**config.mk**
```make
export PLATFORM = sky130hd
export DESIGN_NAME = pipe_ff_elastic_flat
export DESIGN_NICKNAME = d
export VERILOG_FILES = /design/src/rtl/pipe_ff_pkg.sv /design/src/rtl/pipe_ff_elastic_if.sv /design/src/rtl/pipe_ff_stage.sv /design/src/rtl/pipe_ff_elastic.sv /design/src/flat_wrapper.sv
export SDC_FILE = /design/constraint.sdc
export NUM_CORES = 1
export LEC_CHECK = 0
export CORE_AREA = 2 2 39 41
export CTS_CLUSTER_DIAMETER = 150
export DETAILED_ROUTE_END_ITERATION = 16
export DIE_AREA = 0 0 41 43
export GPL_TIMING_DRIVEN = 0
export PLACE_DENSITY_LB_ADDON = 0.3
export SLEW_MARGIN = 40
export SYNTH_ARGS = -nofsm -noshare
export SYNTH_HDL_FRONTEND = slang
export SYNTH_SLANG_ARGS = --single-unit
```
**constraint.sdc**
```tcl
create_clock -name clk -period 1.6 [get_ports clk]
set_clock_uncertainty 0.05 [all_clocks]
set_input_delay 0.48 -clock clk [delete_from_list [all_inputs] [get_ports clk]]
set_output_delay 0.48 -clock clk [all_outputs]
set_load 0.1 [all_outputs]
```
**src/rtl/pipe_ff_pkg.sv**
```systemverilog
// Package for the elastic register pipeline.
// Holds the extension-mode constants and the count-width helper shared by
// pipe_ff_elastic and its testbench.
package pipe_ff_pkg;

    // Extension modes selected by the SIGN_EXT parameter.
    localparam int unsigned EXT_ZERO = 0;
    localparam int unsigned EXT_SIGN = 1;

    // Width needed to hold a stage count in the range 0..depth.
    function automatic int unsigned cnt_w(input int unsigned depth);
        return $clog2(depth + 1);
    endfunction

endpackage

```
**src/rtl/pipe_ff_elastic_if.sv**
```systemverilog
// Handshake bus for pipe_ff_elastic.
// Upstream side : in_valid, in_data, in_ready
// Downstream side: out_valid, out_data, out_ready
// Modports:
//   slave  - the pipeline's view (takes words in, presents words out)
//   master - the environment's view (drives words in, consumes words out)
interface pipe_ff_elastic_if #(
    parameter int unsigned IN_W  = 2,
    parameter int unsigned OUT_W = 4
) ();

    logic             in_valid;
    logic [IN_W-1:0]  in_data;
    logic             in_ready;
    logic             out_valid;
    logic [OUT_W-1:0] out_data;
    logic             out_ready;

    modport slave (
        input  in_valid,
        input  in_data,
        output in_ready,
        output out_valid,
        output out_data,
        input  out_ready
    );

    modport master (
        output in_valid,
        output in_data,
        input  in_ready,
        input  out_valid,
        input  out_data,
        output out_ready
    );

endinterface

```
**src/rtl/pipe_ff_stage.sv**
```systemverilog
// One register stage of the elastic pipeline: a valid bit plus a data word.
// Ports:
//   clk       - clock, rising edge
//   rst       - synchronous active-low clear of valid and data
//   flush     - clears valid only (data is kept)
//   load      - stage is ready; take the source valid this edge
//   src_valid - valid from the previous stage (or upstream)
//   src_data  - data from the previous stage (or extended input word)
//   valid     - registered valid bit
//   data      - registered data word
module pipe_ff_stage #(
    parameter int unsigned W = 4
) (
    input  logic         clk,
    input  logic         rst,
    input  logic         flush,
    input  logic         load,
    input  logic         src_valid,
    input  logic [W-1:0] src_data,
    output logic         valid,
    output logic [W-1:0] data
);

    logic         valid_q;
    logic [W-1:0] data_q;

    always_ff @(posedge clk) begin
        if (!rst) begin
            valid_q <= 1'b0;
            data_q  <= '0;
        end else if (flush) begin
            valid_q <= 1'b0;
        end else if (load) begin
            valid_q <= src_valid;
            // Data only moves with a real word so an emptied stage keeps its last value.
            if (src_valid) begin
                data_q <= src_data;
            end
        end
    end

    assign valid = valid_q;
    assign data  = data_q;

endmodule

```
**src/rtl/pipe_ff_elastic.sv**
```systemverilog
// Elastic, bubble-collapsing register pipeline of DEPTH stages.
// Input words are zero- or sign-extended from IN_W to OUT_W on capture
// into stage 0 and leave from stage DEPTH-1 in acceptance order.
// Ports:
//   clk   - clock, rising edge
//   rst   - synchronous active-low reset
//   flush - clears all in-flight words (only with PIPE_FF_FLUSH_EN)
//   bus   - valid/ready handshake bus (slave modport)
//   count - number of valid stages, 0..DEPTH
// Optional feature macro: PIPE_FF_FLUSH_EN (adds the flush port).
module pipe_ff_elastic
    import pipe_ff_pkg::*;
#(
    parameter int unsigned IN_W     = 2,
    parameter int unsigned OUT_W    = 4,
    parameter int unsigned DEPTH    = 3,
    parameter int unsigned SIGN_EXT = EXT_ZERO
) (
    input  logic                       clk,
    input  logic                       rst,
`ifdef PIPE_FF_FLUSH_EN
    input  logic                       flush,
`endif
    pipe_ff_elastic_if.slave           bus,
    output logic [cnt_w(DEPTH)-1:0]    count
);

    localparam int unsigned CNT_W = cnt_w(DEPTH);

    logic [DEPTH-1:0] v;
    logic [DEPTH-1:0] rdy;
    logic [OUT_W-1:0] d [DEPTH];
    logic [IN_W-1:0]  in_word;
    logic [OUT_W-1:0] cap;
    logic             flush_clr;

`ifdef PIPE_FF_FLUSH_EN
    assign flush_clr = flush;
`else
    assign flush_clr = 1'b0;
`endif

    assign in_word = bus.in_data;

    if (SIGN_EXT == EXT_SIGN) begin : g_sext
        assign cap = OUT_W'($signed(in_word));
    end else begin : g_zext
        assign cap = OUT_W'(in_word);
    end

    // Ready ripples back from the output: a stage can take a word if it is
    // empty or the stage after it can take its current word.
    always_comb begin
        logic r;
        rdy = '0;
        r   = bus.out_ready | ~v[DEPTH-1];
        rdy[DEPTH-1] = r;
        for (int i = int'(DEPTH) - 2; i >= 0; i--) begin
            r      = r | ~v[i];
            rdy[i] = r;
        end
    end

    for (genvar i = 0; i < int'(DEPTH); i++) begin : g_stage
        logic             src_valid;
        logic [OUT_W-1:0] src_data;

        if (i == 0) begin : g_head
            assign src_valid = bus.in_valid;
            assign src_data  = cap;
        end else begin : g_body
            assign src_valid = v[i-1];
            assign src_data  = d[i-1];
        end

        pipe_ff_stage #(
            .W (OUT_W)
        ) u_stage (
            .clk       (clk),
            .rst       (rst),
            .flush     (flush_clr),
            .load      (rdy[i]),
            .src_valid (src_valid),
            .src_data  (src_data),
            .valid     (v[i]),
            .data      (d[i])
        );
    end

    // Handshake outputs are masked while reset or flush is active so no
    // transfer is reported in a cycle whose state is being discarded.
    assign bus.in_ready  = rdy[0] & rst & ~flush_clr;
    assign bus.out_valid = v[DEPTH-1] & rst & ~flush_clr;
    assign bus.out_data  = d[DEPTH-1];

    always_comb begin
        count = '0;
        for (int i = 0; i < int'(DEPTH); i++) begin
            count = count + CNT_W'(v[i]);
        end
    end

endmodule
```
**src/flat_wrapper.sv**
```systemverilog
// flat-port wrapper written by rule: the top's interface ports become plain ports
module pipe_ff_elastic_flat import pipe_ff_pkg::*;
#(
    parameter int unsigned IN_W     = 2,
    parameter int unsigned OUT_W    = 4,
    parameter int unsigned DEPTH    = 3,
    parameter int unsigned SIGN_EXT = EXT_ZERO
)
  (clk, rst, count, bus_in_valid, bus_in_data, bus_in_ready, bus_out_valid, bus_out_data, bus_out_ready);
  pipe_ff_elastic_if #(.IN_W(IN_W), .OUT_W(OUT_W)) bus_i ();
  input  logic clk;
  input  logic rst;
  output logic [cnt_w(DEPTH)-1:0] count;
  input wire logic [$bits(bus_i.in_valid)-1:0] bus_in_valid;
  input wire logic [$bits(bus_i.in_data)-1:0] bus_in_data;
  output wire logic [$bits(bus_i.in_ready)-1:0] bus_in_ready;
  output wire logic [$bits(bus_i.out_valid)-1:0] bus_out_valid;
  output wire logic [$bits(bus_i.out_data)-1:0] bus_out_data;
  input wire logic [$bits(bus_i.out_ready)-1:0] bus_out_ready;
  assign bus_i.in_valid = bus_in_valid;
  assign bus_i.in_data = bus_in_data;
  assign bus_in_ready = bus_i.in_ready;
  assign bus_out_valid = bus_i.out_valid;
  assign bus_out_data = bus_i.out_data;
  assign bus_i.out_ready = bus_out_ready;
  pipe_ff_elastic #(.IN_W(IN_W), .OUT_W(OUT_W), .DEPTH(DEPTH), .SIGN_EXT(SIGN_EXT)) u_core (.clk(clk), .rst(rst), .bus(bus_i), .count(count));
endmodule
```
==> qor.yml, run 1 <==
status: "finished with violations"
violations: "negative setup slack"
vias_per_cell: 4.23
path_cells: "fa_2, buf_12"
largest_reg_flops: 6
dp_slack_ps: -646
area_dominant_class: "logic gates"
hold_slack_ps: 413
worstReg2RegEnd: "u_core.g_stage[0].u_stage.data[1]$_SDFFE_PN0P_"
hold_viol_final: 0
slew_violations: 0
taps: 16
avgRoutedWirePerCell_um: 9.04
crit_end: "count[0]"
synth-edff-count: 0
switchingPower_mw: 0.180
numSynthFlops: 9
num_vias: 330
worstHoldStart: "u_core.g_stage[1].u_stage.data[1]$_SDFFE_PN0P_"
logic_gate_count: 30
dpl.hpwl_um: 516
combPwrFrac_pct: 26.4
cp.arrival_ps: 1370
crit_start: "u_core.g_stage[1].u_stage.valid$_SDFFE_PN0P_"
clk-power_mw: 0.173
synthTopCellsByArea: "dfxtp_1, mux2i_1, a21oi_1, nand2_1, fa_1"
required_ps: 1070
synth_area_um2: 408
seq_cells: 9
ctsLongestPathBuffers: 2
postCtsSetupBuffers: 3
crit_fanout: 2
nonClkBufAreaFrac_pct: 26.5
cts_tree: "yes"
drtIter0Drc: 5
core_um2: 1380
cts_buffers: 3
power_combinational_mw: 0.147
fmax_mhz: 527
clkbuf_count: 3
start_kind: "flop"
final-comb-area_um2: 206
clock_power_share_pct: 31.1
num-fill-cells: 136
hold_buffers: 0
sh_seq_area_pct: 30.6
fin_nets: 70
highest_layer: "met3"
async_flop_share_pct: 0
power_leader: "registers"
grt_pass1_wl_um: 1210
critPathTopFamily: "adder cells"
synthXorXnorAreaFrac_pct: 0
die_w_um: 41
globalRouteOverflowTotal: 0
power_density_nw_per_um2: 899
ys_sh_mux_pct: 9.82
sequentialPowerShare_pct: 42.5
rr_worst_depth: 5
cp-end-kind: "output pin"
most_common_cell: "dfxtp_1"
warnings: 29
worstSetupPathType: "flop to output pin"
grt_max_degree: 10
drt_wl_total_um: 705
cp_slowest_cell: "fa_2"
fin_area_um2: 618
r2r-start: "u_core.g_stage[1].u_stage.valid$_SDFFE_PN0P_"
cts_root_buffer: "clkbuf_4"
powerSeq_mw: 0.236
io_buffers: 10
leakage_nw: 0.280
clkSinkCount: 9
placed_cell_area_um2: 509
clk_pin_slew_ps: 70
finalSetupTns_ps: -527
fa_ha_area_share_pct: 4.91
wl_met3_um: 53
first_pass_iters: 4
worst_slack_ps: -297
fin_util_pct: 44.7
post-route-period-util_pct: 119
dp_cells: 71
synthTopLogicFamily: "simple AND/OR/NAND/NOR gates"
fp_util_pct: 29.5
power.internal_mw: 0.375
hp-class: "flop to flop"
final_layout_size_suffix_gt1_share_pct: 43.5
die_h_um: 43
dieArea_um2: 1760
drv_cap: 0
max_stage_delay_ps: 590
netSwitchingFraction_pct: 32.5
cts_max_level: 1
mostFrequentLayoutCells: "nand2_1, dfxtp_1, a21oi_1"
grt_pass1_vias: 323
rows: 14
drtAntennaViolNets: 0
ys_sh_simple_pct: 19.9
wl_met1_um: 316
met2_usage_pct: 15.0
peakVddDrop_mv: 0.314
setup_viol: 3
regToRegSetupSlack_ps: 460
seq_area_um2: 189
run_1/port_trees.png
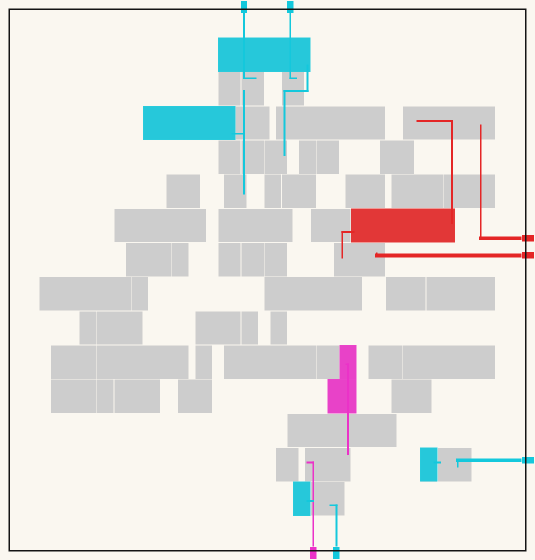
[`count`] red | bits: 2 | direction: output | edge: right | end cells: 1 | buffers: 2 | wire: 37.6 um
[`bus_out_data`] cyan | bits: 4 | direction: output | edge: 2 top, 1 bottom, 1 right | end cells: 4 | buffers: 4 | wire: 39.9 um
[`bus_in_valid`] magenta | bits: 1 | direction: input | edge: bottom | end cells: 2 | buffers: 1 | wire: 14.4 um

run_1/class_map.png
Scale bar: 10 um.
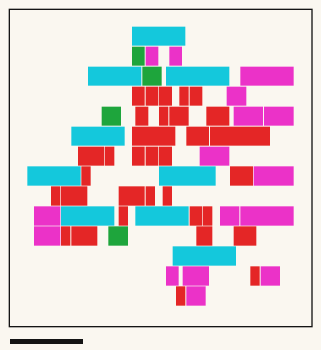
[clock drivers and dummy loads] green | cells: 4 | share of their area: 4.6%
[remaining logic cells] red | cells: 33 | share of their area: 36%
[sequential cells] cyan | cells: 9 | share of their area: 32%
[remaining buffers and delay cells] magenta | cells: 16 | share of their area: 27%

run_1/congestion_map.png
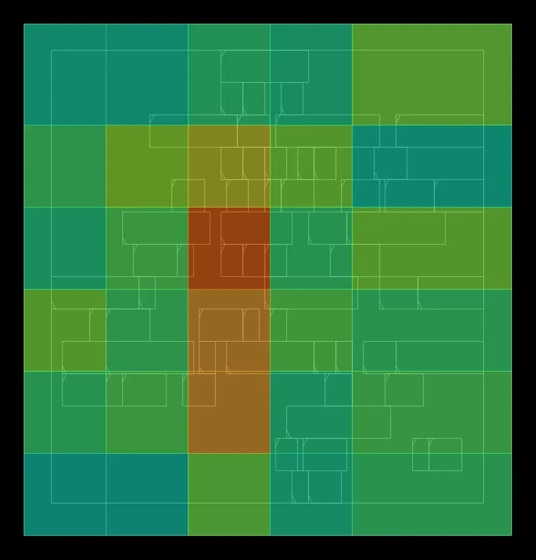
GRT met1 Usage: 11.8%
GR Util All Layers: 10.3%
GR Layer Usage met3: 3.14%
gr busiest metal: met2

==> inputs of run 2 (changes only) <==
Settings changed: CAP_MARGIN set to 10, CTS_CLUSTER_DIAMETER 150 to 200, GPL_TIMING_DRIVEN 0 to not set.
==> run 2 against run 1 <==
Effect of this change: the flow still finishes with violations (negative setup slack); die size did not move; hold slack improved by 3.2 ps; first-iteration DRC count fell by 60%; critical path depth did not move; non-clock buffer count rose by 2; core utilization rose by 3.7 points; combinational power rose by 3%; sequential power barely moved; sequential share of layout area fell by 3.1 points; largest cell class is now buffers; largest power group unchanged.
==> qor.yml, run 2 <==
nonClkBufAreaFrac_pct: 33.1  # +6.6 points
die_w_um: 41  # unchanged
status: "finished with violations"
drtIter0Drc: 2  # -3
clkSinkCount: 9  # unchanged
numSynthFlops: 9  # unchanged
holdPathEnd: "u_core.g_stage[1].u_stage.data[1]$_SDFFE_PN0P_"
postCtsSetupBuffers: 1  # -2
top_area_cell: "dfxtp_1"
highest_layer: "met4"
cp-end-kind: "output pin"
die_h_um: 43  # unchanged
r2r-start: "u_core.g_stage[1].u_stage.valid$_SDFFE_PN0P_"
synth-edff-count: 0  # unchanged
seq_area_um2: 184  # -2.6%
hold_slack_ps: 416  # +3.18 ps
clk-power_mw: 0.171  # about the same
crit_end: "count[0]"
num_vias: 355  # +7.6%
logic_gate_count: 30  # unchanged
wl_met3_um: 43  # -19%
switchingPower_mw: 0.176  # -2.6%
seq_cells: 9  # unchanged
powerSeq_mw: 0.238  # about the same
critPathTopFamily: "adder cells"
cp_slowest_cell: "fa_2"
power_density_nw_per_um2: 837  # -6.9%
first_pass_iters: 4  # unchanged
post-route-period-util_pct: 117  # -1.5 points
final_cells: 80
met2_length_um: 375
finalSetupTns_ps: -473  # +53.6 ps
max_stage_delay_ps: 590  # about the same
cts_tree: "yes"
core_um2: 1380  # unchanged
vias_per_cell: 4.44  # +4.9%
power_combinational_mw: 0.152  # +3%
sequentialPowerShare_pct: 42.4  # about the same
netlist_instances: 44
hold_viol_final: 0  # unchanged
ys_sh_mux_pct: 9.82  # unchanged
synthTopCellsByArea: "dfxtp_1, mux2i_1, a21oi_1, nand2_1, fa_1"
ctsLongestPathBuffers: 2  # unchanged
rr_worst_depth: 6  # +1
synthTopLogicFamily: "simple AND/OR/NAND/NOR gates"
num-fill-cells: 129  # -5.1%
clk_pin_slew_ps: 60  # about the same
fin_util_pct: 48.4  # +3.7 points
worstReg2RegEnd: "u_core.g_stage[0].u_stage.data[1]$_SDFFE_PN0P_"
worstHoldStart: "u_core.g_stage[1].u_stage.data[1]$_SDFFE_PN0P_"
taps: 16  # unchanged
final_layout_size_suffix_gt1_share_pct: 42.2  # -1.4 points
crit_fanout: 2  # unchanged
placed_cell_area_um2: 634  # +25%
power.internal_mw: 0.384  # +2.4%
drv_cap: 0  # unchanged
combPwrFrac_pct: 27.1  # +0.7 points
worstSetupPathType: "flop to output pin"
violations: "negative setup slack"
worst_slack_ps: -272  # +24.3 ps
mostFrequentLayoutCells: "nand2_1, buf_12, buf_4, dfxtp_1, a21oi_1"
ys_sh_simple_pct: 19.9  # unchanged
wl_met1_um: 322  # +1.9%
path_cells: "fa_2, buf_12"
grt_pass1_wl_um: 1420  # +18%
clkbuf_count: 4  # +1
most_common_cell: "dfxtp_1"
crit_start: "u_core.g_stage[1].u_stage.valid$_SDFFE_PN0P_"
fp_util_pct: 29.5  # unchanged
leakage_nw: 0.292  # +4.4%
peakVddDrop_mv: 0.528  # +68%
drt_wl_total_um: 752  # +6.7%
dpl.hpwl_um: 585  # +13%
area_dominant_class: "buffers"
rows: 14  # unchanged
grt_use_met1_pct: 14.1  # +2.3 points
required_ps: 1070  # about the same
dp_slack_ps: -388  # +258 ps
track_usage_pct: 11.7  # +1.4 points
fmax_mhz: 534  # +1.3%
grt.busiest_layer: "met2"
drtAntennaViolNets: 0  # unchanged
grt_max_degree: 8  # -2
grt_pass1_vias: 372  # +15%
hold_buffers: 0  # unchanged
fa_ha_area_share_pct: 4.91  # unchanged
fin_nets: 72  # +2.9%
top_area_share_pct: 44.2
fin_area_um2: 669  # +8.3%
power_leader: "registers"
async_flop_share_pct: 0  # unchanged
regToRegSetupSlack_ps: 340  # -120 ps
hp-class: "flop to flop"
cp.arrival_ps: 1340  # -30 ps
cts_max_level: 1  # unchanged
clock_power_share_pct: 30.5  # -0.6 points
io_buffers: 11  # +1
avgRoutedWirePerCell_um: 9.40  # +4.0%
synth_area_um2: 408  # unchanged
cts_buffers: 3  # unchanged
cts_root_buffer: "clkbuf_4"
globalRouteOverflowTotal: 0  # unchanged
ioPinCount: 14
synth_seq_share_pct: 44.2
slew_violations: 0  # unchanged
sh_seq_area_pct: 27.5  # -3.1 points
place_congestion: 0.714
netSwitchingFraction_pct: 31.4  # -1.1 points
dp_cells: 75  # +5.6%
dieArea_um2: 1760  # unchanged
met2_usage_pct: 18.1  # +3.1 points
setup_viol: 3  # unchanged
ff_type: "dfxtp_1"
warnings: 29  # unchanged
grt_util_met3_pct: 3.14  # unchanged
start_kind: "flop"
largest_reg_flops: 6  # unchanged
synthXorXnorAreaFrac_pct: 0  # unchanged
final-comb-area_um2: 206  # unchanged
run_2/port_trees.png
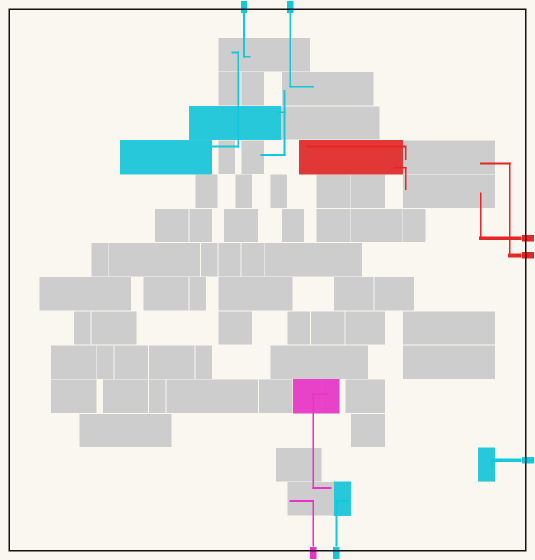
[`bus_out_data`] cyan | bits: 4 | direction: output | edge: 2 top, 1 bottom, 1 right | end cells: 4 | buffers: 2 | wire: 36.5 um
[`count`] red | bits: 2 | direction: output | edge: right | end cells: 1 | buffers: 2 | wire: 28.6 um
[`bus_in_valid`] magenta | bits: 1 | direction: input | edge: bottom | end cells: 2 | buffers: 1 | wire: 15.4 um

run_2/class_map.png
Scale bar: 10 um.
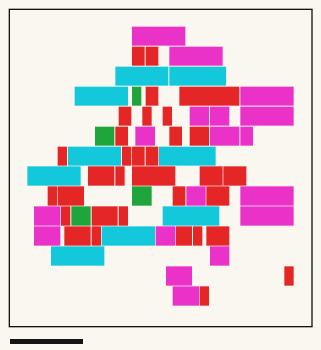
[clock drivers and dummy loads] green | cells: 4 | share of their area: 4.0%
[remaining buffers and delay cells] magenta | cells: 18 | share of their area: 34%
[remaining logic cells] red | cells: 33 | share of their area: 34%
[sequential cells] cyan | cells: 9 | share of their area: 28%

==> inputs of run 3 (changes only) <==
Settings changed: CTS_CLUSTER_DIAMETER 200 to not set.
==> run 3 against run 2 <==
Effect of this change: flip-flop count stayed put; the run still ends with negative setup slack left; area after synthesis did not move; cell count unchanged; hold slack is the same; critical path depth is the same; sequential power hardly changed; global-route usage did not move; non-clock buffer count did not move; worst setup slack is the same; largest power group unchanged; register-to-register slack about the same; total power did not move; combinational power about the same.
==> qor.yml, run 3 <==
status: "finished with violations"
violations: "negative setup slack"
top_area_share_pct: 44.2  # unchanged
cp-end-kind: "output pin"
highest_layer: "met4"
final_layout_size_suffix_gt1_share_pct: 42.2  # unchanged
setup_viol: 3  # unchanged
synth_area_um2: 408  # unchanged
rr_worst_depth: 6  # unchanged
logic_gate_count: 30  # unchanged
netSwitchingFraction_pct: 31.4  # unchanged
fa_ha_area_share_pct: 4.91  # unchanged
ioPinCount: 14  # unchanged
combPwrFrac_pct: 27.1  # about the same
cts_tree: "yes"
vias_per_cell: 4.44  # unchanged
clkSinkCount: 9  # unchanged
finalSetupTns_ps: -473  # unchanged
warnings: 29  # unchanged
synthXorXnorAreaFrac_pct: 0  # unchanged
top_area_cell: "dfxtp_1"
power_leader: "registers"
cts_root_buffer: "clkbuf_4"
crit_end: "count[0]"
drt_wl_total_um: 752  # unchanged
dieArea_um2: 1760  # unchanged
seq_cells: 9  # unchanged
power_combinational_mw: 0.152  # about the same
dp_cells: 75  # unchanged
hp-class: "flop to flop"
synth_seq_share_pct: 44.2  # unchanged
powerSeq_mw: 0.238  # about the same
crit_start: "u_core.g_stage[1].u_stage.valid$_SDFFE_PN0P_"
placed_cell_area_um2: 634  # unchanged
core_um2: 1380  # unchanged
rows: 14  # unchanged
async_flop_share_pct: 0  # unchanged
netlist_instances: 44  # unchanged
grt_util_met3_pct: 3.14  # unchanged
worst_slack_ps: -272  # unchanged
postCtsSetupBuffers: 1  # unchanged
worstSetupPathType: "flop to output pin"
clkbuf_count: 4  # unchanged
first_pass_iters: 4  # unchanged
cts_buffers: 3  # unchanged
worstHoldStart: "u_core.g_stage[1].u_stage.data[1]$_SDFFE_PN0P_"
regToRegSetupSlack_ps: 340  # about the same
drtIter0Drc: 2  # unchanged
crit_fanout: 2  # unchanged
grt_max_degree: 8  # unchanged
ys_sh_simple_pct: 19.9  # unchanged
max_stage_delay_ps: 590  # about the same
grt_pass1_vias: 372  # unchanged
start_kind: "flop"
slew_violations: 0  # unchanged
cts_max_level: 1  # unchanged
hold_viol_final: 0  # unchanged
drv_cap: 0  # unchanged
grt.busiest_layer: "met2"
leakage_nw: 0.292  # unchanged
ys_sh_mux_pct: 9.82  # unchanged
numSynthFlops: 9  # unchanged
ctsLongestPathBuffers: 2  # unchanged
path_cells: "fa_2, buf_12"
fp_util_pct: 29.5  # unchanged
final_cells: 80  # unchanged
worstReg2RegEnd: "u_core.g_stage[0].u_stage.data[1]$_SDFFE_PN0P_"
post-route-period-util_pct: 117  # unchanged
sequentialPowerShare_pct: 42.4  # about the same
dpl.hpwl_um: 585  # unchanged
die_h_um: 43  # unchanged
required_ps: 1070  # about the same
critPathTopFamily: "adder cells"
clock_power_share_pct: 30.5  # about the same
die_w_um: 41  # unchanged
grt_pass1_wl_um: 1420  # unchanged
met2_length_um: 375  # unchanged
fin_area_um2: 669  # unchanged
place_congestion: 0.714  # unchanged
holdPathEnd: "u_core.g_stage[1].u_stage.data[1]$_SDFFE_PN0P_"
io_buffers: 11  # unchanged
clk_pin_slew_ps: 60  # about the same
wl_met3_um: 43  # unchanged
num_vias: 355  # unchanged
sh_seq_area_pct: 27.5  # unchanged
drtAntennaViolNets: 0  # unchanged
r2r-start: "u_core.g_stage[1].u_stage.valid$_SDFFE_PN0P_"
synthTopLogicFamily: "simple AND/OR/NAND/NOR gates"
most_common_cell: "dfxtp_1"
synthTopCellsByArea: "dfxtp_1, mux2i_1, a21oi_1, nand2_1, fa_1"
hold_slack_ps: 416  # unchanged
taps: 16  # unchanged
switchingPower_mw: 0.176  # unchanged
fin_nets: 72  # unchanged
cp_slowest_cell: "fa_2"
nonClkBufAreaFrac_pct: 33.1  # unchanged
dp_slack_ps: -388  # unchanged
synth-edff-count: 0  # unchanged
seq_area_um2: 184  # unchanged
hold_buffers: 0  # unchanged
num-fill-cells: 129  # unchanged
power.internal_mw: 0.384  # unchanged
run_3/class_map.png
Scale bar: 10 um.
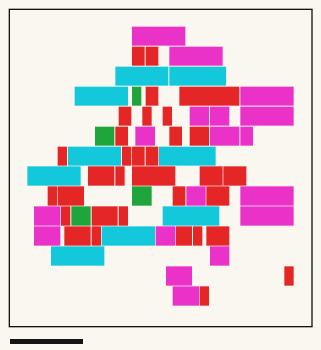
[sequential cells] cyan | cells: 9 | share of their area: 28%
[clock drivers and dummy loads] green | cells: 4 | share of their area: 4.0%
[remaining logic cells] red | cells: 33 | share of their area: 34%
[remaining buffers and delay cells] magenta | cells: 18 | share of their area: 34%

run_3/congestion_map.png
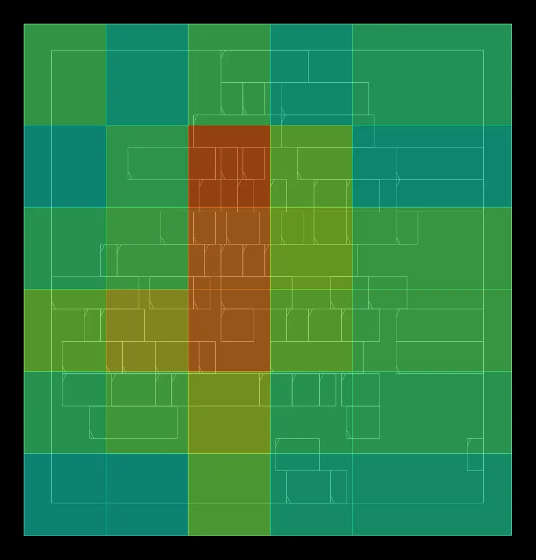
GRT met1 Usage: 14.1%
GR Util All Layers: 11.7%
met2 usage: 18.1%
WL/cell: 9.40 um
Finished Core Util: 48.4%

Power is estimated from default activity; no workload was simulated.
